Figure 1. Register map, names as in the netlist (run 1).
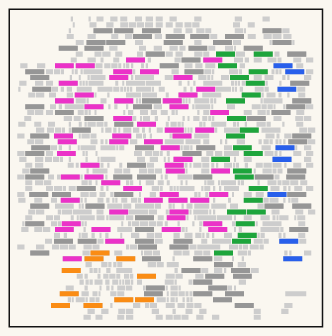
Figure 2. Routing congestion (run 1).
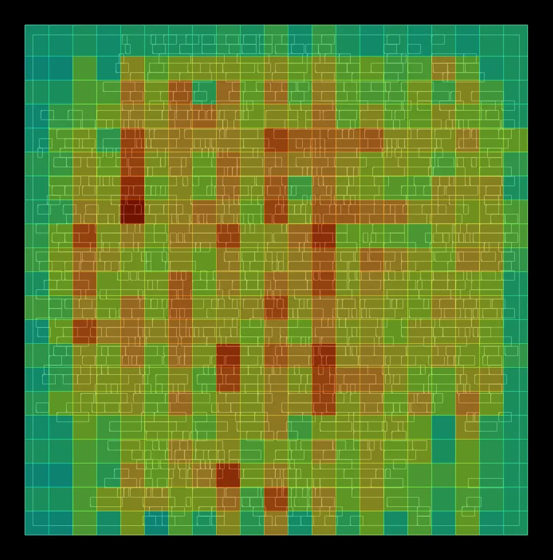
Figure 3. Metal layers overlaid (run 1).
Only two layers are drawn.
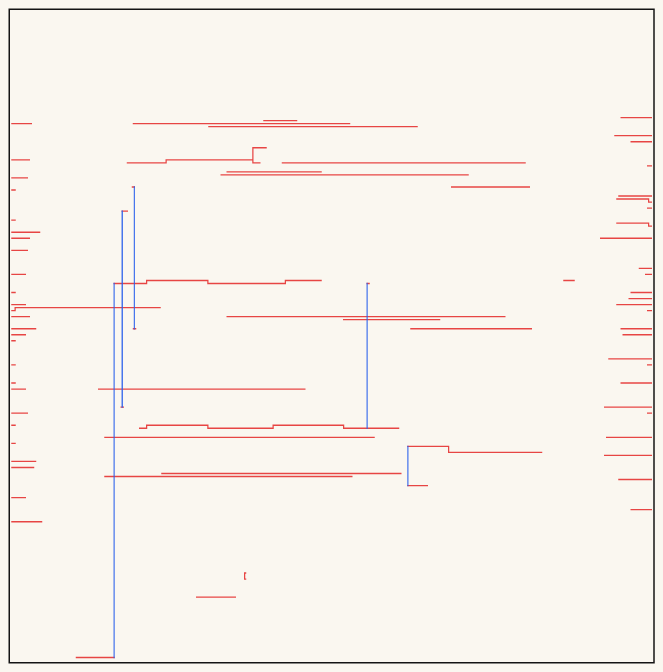
==> config.mk <==
export PLATFORM = sky130hd
export DESIGN_NAME = bconv1_pe_row_flat
export DESIGN_NICKNAME = d
export VERILOG_FILES = /design/src/rtl/bconv1_pe_row_if.sv /design/src/rtl/bconv1_pe_row.sv /design/src/flat_wrapper.sv
export SDC_FILE = /design/constraint.sdc
export NUM_CORES = 1
export LEC_CHECK = 0
export CAP_MARGIN = 30
export CORE_AREA = 2 2 143 145
export CTS_CLUSTER_SIZE = 28
export DETAILED_ROUTE_END_ITERATION = 10
export DIE_AREA = 0 0 145 147
export GPL_TIMING_DRIVEN = 0
export PLACE_DENSITY = 0.69
export SYNTH_ARGS = -nofsm -noshare
export SYNTH_HDL_FRONTEND = slang
export SYNTH_SLANG_ARGS = --single-unit
==> constraint.sdc <==
create_clock -name clk -period 20.3 [get_ports clk]
set_input_delay 4.06 -clock clk [delete_from_list [all_inputs] [get_ports clk]]
set_output_delay 4.06 -clock clk [all_outputs]
set_load 0.005 [all_outputs]
==> impl_report.txt, run 1 <==
FLOW METRICS REPORT
----------------------------------------------------
[Run status]
  Outcome ........................ completed

[Synthesis]
  Arithmetic-cell share of the synthesized area counting full adders, half adders and majority gates ........................ 0.105
  Xor and xnor area share after synthesis ........................ 0.0512

[STA]
  Fmax ........................ roughly 180 MHz
  Worst hold margin ........................ 0.349 ns
  Final critical-path setup slack ........................ around 15 ns

[Finish]
  Summed area of non-filler cells in the final layout ........................ around 12,000 µm²
  Most used cells in the layout excluding fill and tap cells ........................ sky130_fd_sc_hd__dfrtp_1, sky130_fd_sc_hd__clkdlybuf4s50_1, sky130_fd_sc_hd__mux2_2
  Total number of nets in the final design ........................ 1,101
  Signal buf overhead ........................ 0.111
  Number of fill cells in the layout ........................ between 1,500 and 2,000

[Job]
  Log Warnings ........................ 31

[Setup path]
  Signal arrival time at the worst endpoint ........................ roughly 1.5 ns
  Worst path cell trace ........................ clkdlybuf4s50_1
  Setup slack, reg-to-reg ........................ between 15 and 20 ns

[CTS]
  Clock tree from TritonCTS ........................ yes
  Post-cts sizing count ........................ 0

[Floorplanning]
  Count of boundary I/O pins ........................ ~110
  Number of standard-cell rows in the floorplan ........................ 52
  Die height ........................ between 100 and 150 µm

[Placement]
  Total placed cells including tap cells ........................ between 1,000 and 1,500

[Power]
  Switching part of the total power ........................ 0.372

----------------------------------------------------
Notes on Figure 1 above:
| name in the netlist | colour | placed flops |
|---|---|---|
| `u_core.bus.win_cnt` | orange | 10 |
| `u_core.g_lane.u_lane.pc_q` | green | 24 |
| `u_core.bus.out_data` | blue | 8 |
| `u_core.g_lane.u_lane.x_q` | magenta | 56 |
area of all sequential standard cells: 4680 µm²
Layout Utilization: 0.583

Notes on Figure 2 above:
met2 Track Usage GR: 0.313
WL per Instance: 15.9 µm

Notes on Figure 3 above:
| layer | colour | wire length |
|---|---|---|
| met3 | red | 1,050 µm |
| met4 | blue | 202 µm |
Global Route Usage Sum: 0.193
routed vias: 6,027
DRT Wirelength: 19,600 µm

run 1: logic make-up (layout without fill, tap and decap cells):
family / Yosys count / in the layout
flip-flops: 187 / 187
AND/OR/NAND/NOR: 114 / 114
buffers and inverters: 136 / 273
AND-OR/OR-AND: 111 / 111
multiplexers: 158 / 158
XOR/XNOR: 56 / 56
adder cells (fa/ha/maj): 61 / 61
run 1: power groups by stage:
| stage | clock (W) | sequential [W] | combinational (W) |
|---|---|---|---|
| 4_1_cts | 0.000327 | 0.000645 | 0.000961 |
| 3_3_place_gp | 0 | 0.000645 | 0.000919 |
| 2_1_floorplan | 0 | 0.000630 | 0.000680 |
| 3_5_place_dp | 0 | 0.000652 | 0.000951 |
| 5_1_grt | 0.000344 | 0.000667 | 0.00108 |
| 6_report | 0.000320 | 0.000645 | 0.000950 |
run 1: Yosys cell counts, drive strengths merged (2+ instances only):
cell | number | share of area
a21oi | 19 | 0.0099
and3 | 3 | 0.0020
o22ai | 2 | 0.0013
nand2b | 8 | 0.0052
and4 | 2 | 0.0021
o211ai | 3 | 0.0023
xnor2 | 56 | 0.051
a211o | 3 | 0.0027
nand2 | 74 | 0.029
mux2i | 60 | 0.063
nand3 | 4 | 0.0021
mux2 | 98 | 0.12
and2 | 3 | 0.0020
nor3 | 4 | 0.0021
a21o | 9 | 0.0070
buf | 28 | 0.017
ha | 29 | 0.038
fa | 32 | 0.067
inv | 95 | 0.037
a22o | 2 | 0.0018
nor2 | 12 | 0.0047
o21ai | 69 | 0.037
dfrtp | 187 | 0.49
clkbuf | 13 | 0.0051
==> run 2, diff against run 1 <==
- PLACE_DENSITY: 0.69 -> 0.72
- clock period: 20.3 -> 5 ns (I/O delays scaled with it)
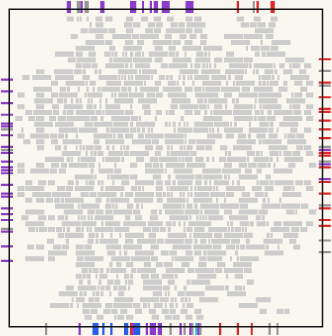
Figure 4: run 2, pin placement.
Pins as bars across the die edge, other pins in grey.
| port | colour | pins | direction | edge |
|---|---|---|---|---|
| `bus_win_cnt` | blue | 10 | output | bottom |
| `bus_thresh` | red | 24 | input | 16 right, 4 bottom, 4 top |
| `bus_weight` | purple | 56 | input | 22 left, 20 top, 11 bottom, 3 right |
| `bus_out_last` | cyan | 1 | output | bottom |
die height: 147 µm
die extent in x: 145 µm
# port buffers: 105

==> run 2 against run 1 <==
Against the previous run: synthesized cell count did not move; power rose to 4.1 times the previous value; register-to-register slack got worse by 15 ns; highest routed layer unchanged.
==> impl_report.txt, run 2 <==
FLOW METRICS REPORT
----------------------------------------------------
[Floorplanning]
  Number of standard-cell rows in the floorplan ........................ 52 (unchanged)
  Count of boundary I/O pins ........................ 113 (unchanged)

[Finish]
  Layout Utilization ........................ 0.592 (+0.00864)
  Total number of nets in the final design ........................ 1,105 (+0.36%)
  Number of fill cells in the layout ........................ 1,613 (-4.4%)
  Summed area of non-filler cells in the final layout ........................ 11,700 µm² (+1.5%)
  Most used cells in the layout excluding fill and tap cells ........................ sky130_fd_sc_hd__dfrtp_1, sky130_fd_sc_hd__clkdlybuf4s50_1, sky130_fd_sc_hd__mux2_2

[STA]
  Worst hold margin ........................ 0.350 ns (+0.00101 ns)
  Final critical-path setup slack ........................ 2.23 ns (-12.54 ns)

[Setup path]
  Signal arrival time at the worst endpoint ........................ 3.08 ns (+1.61 ns)
  CP bufs+invs ........................ 2

[Power]
  Highest-power group ........................ combinational cells
  Clock Power ........................ 0.00150 W (+370%)
  Power Combinational ........................ 0.00382 W (+300%)
  Power drawn by the sequential cells ........................ 0.00263 W (+310%)

[Run status]
  Outcome ........................ completed

[Synthesis]
  Top cells by count ........................ sky130_fd_sc_hd__dfrtp_1, sky130_fd_sc_hd__mux2_2, sky130_fd_sc_hd__inv_1
  Top-area cell type share of the netlist area ........................ 0.488 (unchanged)
  Cell with the most instances after synthesis ........................ sky130_fd_sc_hd__dfrtp_1
  Most area-consuming cells after synthesis ........................ sky130_fd_sc_hd__dfrtp_1, sky130_fd_sc_hd__mux2_2, sky130_fd_sc_hd__fa_1, sky130_fd_sc_hd__mux2i_1, sky130_fd_sc_hd__xnor2_1
  Biggest area consumer among synthesized cells ........................ sky130_fd_sc_hd__dfrtp_1

[CTS]
  Post-cts sizing count ........................ 0 (unchanged)
  Clock tree from TritonCTS ........................ yes

[Detailed routing]
  Routed vias ........................ 6,098 (+1.2%)
  WL per Instance ........................ 15.9 µm (about the same)
  DRT Wirelength ........................ 19,700 µm (+0.46%)

----------------------------------------------------
-- run 2: cell counts after synthesis --
No cell type changed its count.
-- run 2: worst reg2reg max path, stage by stage (launching register included) --
cell                      delay [ns]
sky130_fd_sc_hd__dfrtp_1        0.36
sky130_fd_sc_hd__inv_1          0.06
sky130_fd_sc_hd__fa_1           0.50
sky130_fd_sc_hd__fa_1           0.50
sky130_fd_sc_hd__inv_1          0.06
sky130_fd_sc_hd__fa_1           0.39
sky130_fd_sc_hd__fa_1           0.50
sky130_fd_sc_hd__mux2_2         0.28
-- run 2: through the flow --
stage,instances,total power [W]
after global routing,1235,0.00862
after CTS,1235,0.00802
after global placement,1198,0.00631
after detailed placement,1203,0.00647
after floorplan,823,0.00532
final,1236,0.00794
-- run 2: cell type report --
class / count / area, µm² / area share
clock inverters: 10 / 188 / 0.0160
plain buffers: 41 / 208 / 0.0177
inverters: 95 / 360 / 0.0307
well taps: 270 / 338 / 0.0288
flip-flops and latches: 187 / 4680 / 0.399
clock buffers: 22 / 474 / 0.0404
multi-input cells: 500 / 4340 / 0.370
repair buffers: 110 / 1150 / 0.0980
diodes: 1 / 2.50 / 0.000213
-- run 2: logic make-up after synthesis --
family / after synthesis / share of synthesized area
adder cells (fa/ha/maj): 61 / 0.105
AND-OR/OR-AND: 111 / 0.0672
AND/OR/NAND/NOR: 114 / 0.0520
XOR/XNOR: 56 / 0.0512
buffers and inverters: 136 / 0.0589
multiplexers: 158 / 0.178
flip-flops: 187 / 0.488
-- run 2: metal layers --
layer | track usage | part of all wire | vias up | routed length (µm)
met1 | 0.263 | 0.46 | 3026 | 9050
met4 | 0.0470 | 0.012 | 0 | 236
li1 | - | - | 2966 | -
met3 | 0.0491 | 0.040 | 16 | 781
met5 | 0 | 0 | - | 0
met2 | 0.330 | 0.49 | 90 | 9630
Power and IR drop assume default switching activity.
